--- src/rtl/crt_pkg.sv ---
// Shared types and default sizing for the CRT job scheduler.
package crt_pkg;

  localparam int NUM_LANES_DEF   = 4;
  localparam int LANE_W_DEF      = 4;
  localparam int ENG_LATENCY_DEF = 3;

  typedef enum logic [1:0] {
    ST_IDLE = 2'd0,
    ST_WAIT = 2'd1,
    ST_RESP = 2'd2
  } crt_state_e;

  typedef logic [NUM_LANES_DEF-1:0][LANE_W_DEF-1:0] lane_vec_t;

endpackage

--- src/rtl/crt_operand_check.sv ---
// Per-lane operand sanity check (m >= 2 and x < m); only built when
// CRT_SCHED_CHECK_EN is defined.
`ifdef CRT_SCHED_CHECK_EN
module crt_operand_check
  import crt_pkg::*;
#(
  parameter int NUM_LANES = NUM_LANES_DEF,
  parameter int LANE_W    = LANE_W_DEF
) (
  input  logic [NUM_LANES*LANE_W-1:0] m,
  input  logic [NUM_LANES*LANE_W-1:0] x,
  output logic                        err
);

  logic [NUM_LANES-1:0] lane_bad;

  // Flag each lane whose modulus is degenerate or whose residue is out of range.
  always_comb begin
    lane_bad = {NUM_LANES{1'b0}};
    for (int i = 0; i < NUM_LANES; i++) begin
      lane_bad[i] = (m[i*LANE_W +: LANE_W] < LANE_W'(2)) |
                    (x[i*LANE_W +: LANE_W] >= m[i*LANE_W +: LANE_W]);
    end
  end

  assign err = |lane_bad;

endmodule
`endif

--- src/rtl/crt_scheduler.sv ---
// Two-requester round-robin front end for a fixed-latency CRT engine.
// Define CRT_SCHED_CHECK_EN to reject malformed jobs at grant (out_err = 1).
module crt_scheduler
  import crt_pkg::*;
#(
  parameter int NUM_LANES   = NUM_LANES_DEF,
  parameter int LANE_W      = LANE_W_DEF,
  parameter int ENG_LATENCY = ENG_LATENCY_DEF
) (
  input  logic                        clk,
  input  logic                        reset,
  input  logic                        req0_valid,
  input  logic                        req1_valid,
  output logic                        req0_ready,
  output logic                        req1_ready,
  input  logic [NUM_LANES*LANE_W-1:0] req0_m,
  input  logic [NUM_LANES*LANE_W-1:0] req1_m,
  input  logic [NUM_LANES*LANE_W-1:0] req0_x,
  input  logic [NUM_LANES*LANE_W-1:0] req1_x,
  output logic [NUM_LANES*LANE_W-1:0] eng_m,
  output logic [NUM_LANES*LANE_W-1:0] eng_x,
  input  logic [NUM_LANES*LANE_W-1:0] eng_result,
  output logic                        out_valid,
  input  logic                        out_ready,
  output logic [NUM_LANES*LANE_W-1:0] out_result,
  output logic                        out_id,
  output logic                        out_err,
  output logic                        busy
);

  localparam int         VW       = NUM_LANES * LANE_W;
  localparam logic [3:0] CNT_INIT = 4'(ENG_LATENCY - 1);

  crt_state_e    state;
  crt_state_e    state_nxt;
  logic          rr_ptr;
  logic [3:0]    cnt;
  logic [VW-1:0] hold_m;
  logic [VW-1:0] hold_x;
  logic [VW-1:0] res_val;
  logic          res_id;
  logic          res_err;
  logic          req_any;
  logic          grant_id;
  logic [VW-1:0] sel_m;
  logic [VW-1:0] sel_x;
  logic          chk_err;

`ifdef CRT_SCHED_CHECK_EN
  crt_operand_check #(
    .NUM_LANES (NUM_LANES),
    .LANE_W    (LANE_W)
  ) u_check (
    .m   (sel_m),
    .x   (sel_x),
    .err (chk_err)
  );
`else
  assign chk_err = 1'b0;
`endif

  // Arbitration: rr_ptr breaks ties, a lone requester wins outright; nothing is offered in reset.
  always_comb begin
    req_any = reset & (req0_valid | req1_valid);
    if (req0_valid && req1_valid) begin
      grant_id = rr_ptr;
    end else begin
      grant_id = req1_valid;
    end
    sel_m = grant_id ? req1_m : req0_m;
    sel_x = grant_id ? req1_x : req0_x;
  end

  // Next-state and combinational ready for the granted requester.
  always_comb begin
    state_nxt  = state;
    req0_ready = 1'b0;
    req1_ready = 1'b0;
    case (state)
      ST_IDLE: begin
        if (req_any) begin
          req0_ready = ~grant_id;
          req1_ready = grant_id;
          state_nxt  = chk_err ? ST_RESP : ST_WAIT;
        end else begin
          state_nxt = ST_IDLE;
        end
      end
      ST_WAIT: begin
        if (cnt == 4'd0) begin
          state_nxt = ST_RESP;
        end else begin
          state_nxt = ST_WAIT;
        end
      end
      ST_RESP: begin
        if (out_ready) begin
          state_nxt = ST_IDLE;
        end else begin
          state_nxt = ST_RESP;
        end
      end
      default: state_nxt = ST_IDLE;
    endcase
  end

  // FSM state register.
  always_ff @(posedge clk or negedge reset) begin
    if (!reset) begin
      state <= ST_IDLE;
    end else begin
      state <= state_nxt;
    end
  end

  // Job capture, latency countdown, result capture and round-robin update.
  always_ff @(posedge clk or negedge reset) begin
    if (!reset) begin
      rr_ptr  <= 1'b0;
      cnt     <= 4'd0;
      hold_m  <= {VW{1'b0}};
      hold_x  <= {VW{1'b0}};
      res_val <= {VW{1'b0}};
      res_id  <= 1'b0;
      res_err <= 1'b0;
    end else begin
      case (state)
        ST_IDLE: begin
          if (req_any) begin
            hold_m  <= sel_m;
            hold_x  <= sel_x;
            res_id  <= grant_id;
            res_err <= chk_err;
            res_val <= {VW{1'b0}};
            cnt     <= CNT_INIT;
          end
        end
        ST_WAIT: begin
          if (cnt == 4'd0) begin
            res_val <= eng_result;
          end else begin
            cnt <= cnt - 4'd1;
          end
        end
        ST_RESP: begin
          if (out_ready) begin
            rr_ptr <= ~res_id;
          end
        end
        default: begin
          rr_ptr <= rr_ptr;
        end
      endcase
    end
  end

  assign eng_m      = hold_m;
  assign eng_x      = hold_x;
  assign out_valid  = (state == ST_RESP);
  assign busy       = (state != ST_IDLE);
  assign out_result = res_val;
  assign out_id     = res_id;
  assign out_err    = res_err;

endmodule

--- config.mk ---
export PLATFORM = sky130hd
export DESIGN_NAME = crt_scheduler
export DESIGN_NICKNAME = d
export VERILOG_FILES = /design/src/rtl/crt_pkg.sv /design/src/rtl/crt_operand_check.sv /design/src/rtl/crt_scheduler.sv
export SDC_FILE = /design/constraint.sdc
export NUM_CORES = 1
export LEC_CHECK = 0
export CAP_MARGIN = 20
export CORE_UTILIZATION = 36
export DETAILED_ROUTE_END_ITERATION = 8
export GPL_TIMING_DRIVEN = 0
export PLACE_DENSITY = 0.77
export SLEW_MARGIN = 25
export SYNTH_ARGS = -nofsm -noshare
export SYNTH_HDL_FRONTEND = slang
export SYNTH_SLANG_ARGS = --single-unit
--- constraint.sdc ---
create_clock -name clk -period 2.1 [get_ports clk]
set_clock_uncertainty 0.2 [all_clocks]
set_input_delay 0.315 -clock clk [delete_from_list [all_inputs] [get_ports clk]]
set_output_delay 0.315 -clock clk [all_outputs]
set_load 0.1 [all_outputs]
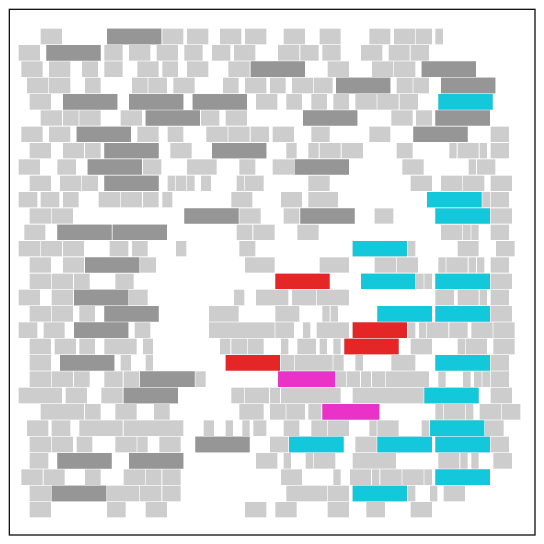
(where the registers sit)
(6 px per um) Other sequential cells in the stronger grey, the rest of the logic in the fainter grey.
- cyan: out_result (flops 16)
- magenta: state (flops 2)
- red: cnt (flops 4)
- not coloured: 34
Seq area share: 31.89%
register area: 0.001404 mm2

==> impl_metrics.env <==
# source this file to load flow results
export IMPL_num_vias=2329
export IMPL_outcome="completed"
export IMPL_final_antenna_net_count=0
export IMPL_routed_wirelength_um=7148
export IMPL_grt_use_total_pct=19.87
export IMPL_timing_final_crit_share_pct=98.24
export IMPL_hold_viol=0
export IMPL_grt_max_degree=23
export IMPL_hold_class="register to register"
export IMPL_start_kind="register"
export IMPL_pre_cts_ws_ps=-1380
export IMPL_use_met2_pct=33.03
export IMPL_drt_pass1_iterations=4
export IMPL_ff2ff_path_depth=5
export IMPL_rows=30
export IMPL_htree_levels=2
export IMPL_cp_required_ps=1580
export IMPL_die_x_um=87.37
export IMPL_final_area_mm2=0.004402
export IMPL_setup_ws_ps=37.01
export IMPL_critPathKind="register to output port"
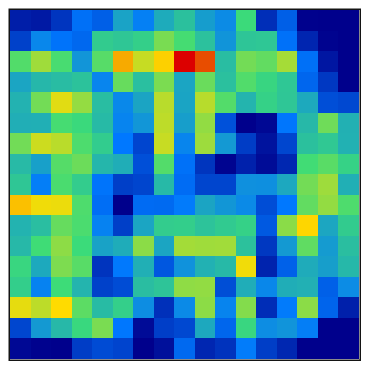
(signal metal coverage by tile)
(4 px per um) 17 x 17 tiles, from dark blue (low) to red (high), scaled to the fullest tile. Values are wire area over tile area, all layers added.
- mean over tiles: 0.15
- nearly empty tiles: 6.9%
- densest ninth of the die: top centre
- tiles over half the peak: 26%
- fullest tile: 0.42

==> worst max-delay path, delay by kind of cell, from the launching register on <==
| kind | cells | cell delay [ps] |
|---|---|---|
| and+or+nand+nor | 1 | 140 |
| buffers and inverters | 2 | 680 |
| DFF | 1 | 430 |
==> cell families (layout without fill, tap and decap cells) <==
logic type / Yosys count / after routing
compound gates: 74 / 74
fa+ha+maj: 1 / 1
buf+inv: 40 / 197
flops: 56 / 56
mux: 17 / 17
other cells: 1 / 1
simple gates: 35 / 35
==> path summary, 6_finish.rpt <==
path                                       end  startpoint  slack [ps]
worst max-delay path                 out_valid    state[1]          40
worst min-delay path                    rr_ptr      rr_ptr         310
worst max register to register          cnt[1]      cnt[0]          70
worst min register to register          rr_ptr      rr_ptr         310
max in group asynchronous             state[1]       reset         550
min in group asynchronous       out_result[13]       reset         450
==> sequential cells by signal, summed over array words and instances, names as in the netlist <==
register,flops
eng_m,16
state,2
out_result,16
rr_ptr,1
eng_x,16
out_id,1
cnt,4
==> cells in the mapped netlist <==
master | n | area, um2
inv_1 | 20 | 75.07
a221oi_1 | 1 | 8.760
nand3b_1 | 1 | 7.510
mux2i_1 | 16 | 160.2
o41ai_1 | 1 | 8.760
o2bb2ai_4 | 1 | 27.53
a21oi_1 | 1 | 5.000
a22o_4 | 1 | 17.52
nand2_1 | 19 | 71.32
nand4_1 | 1 | 6.260
conb_1 | 1 | 3.750
ha_1 | 1 | 12.51
nor2_1 | 3 | 11.26
nand3_1 | 1 | 5.000
o2bb2ai_1 | 1 | 8.760
a21boi_0 | 32 | 240.2
buf_12 | 1 | 20.02
nand2b_1 | 2 | 12.51
buf_2 | 13 | 65.06
nor2b_1 | 2 | 12.51
a41o_2 | 1 | 11.26
a22oi_1 | 1 | 7.510
o21ai_0 | 2 | 10.01
and3_1 | 2 | 12.51
or2_2 | 2 | 12.51
nor3b_2 | 1 | 12.51
a221o_1 | 32 | 320.3
dfrtp_1 | 56 | 1401
clkbuf_1 | 4 | 15.01
buf_4 | 2 | 15.01
mux2_4 | 1 | 15.01
or3b_4 | 1 | 11.26
==> cell type report <==
type | count | share of cell area, %
Multi-Input combinational cell | 128 | 23.93
Inverter | 20 | 1.706
Clock inverter | 2 | 0.7959
Buffer | 18 | 2.871
Sequential cell | 56 | 31.89
Tap cell | 96 | 2.729
Timing Repair Buffer | 151 | 34.42
Clock buffer | 6 | 1.649
==> through the flow <==
stage	TNS [ps]
finish	0
global route	-53.80
CTS	-31.34
detailed placement	-11580
global placement	-190530
floorplan	0
==> metal layers <==
metal / vias to the layer above / share of wire [%]
met4: 0 / 0.98
met2: 93 / 49
li1: 1134 / -
met1: 1096 / 43
met3: 6 / 7.2
met5: - / 0
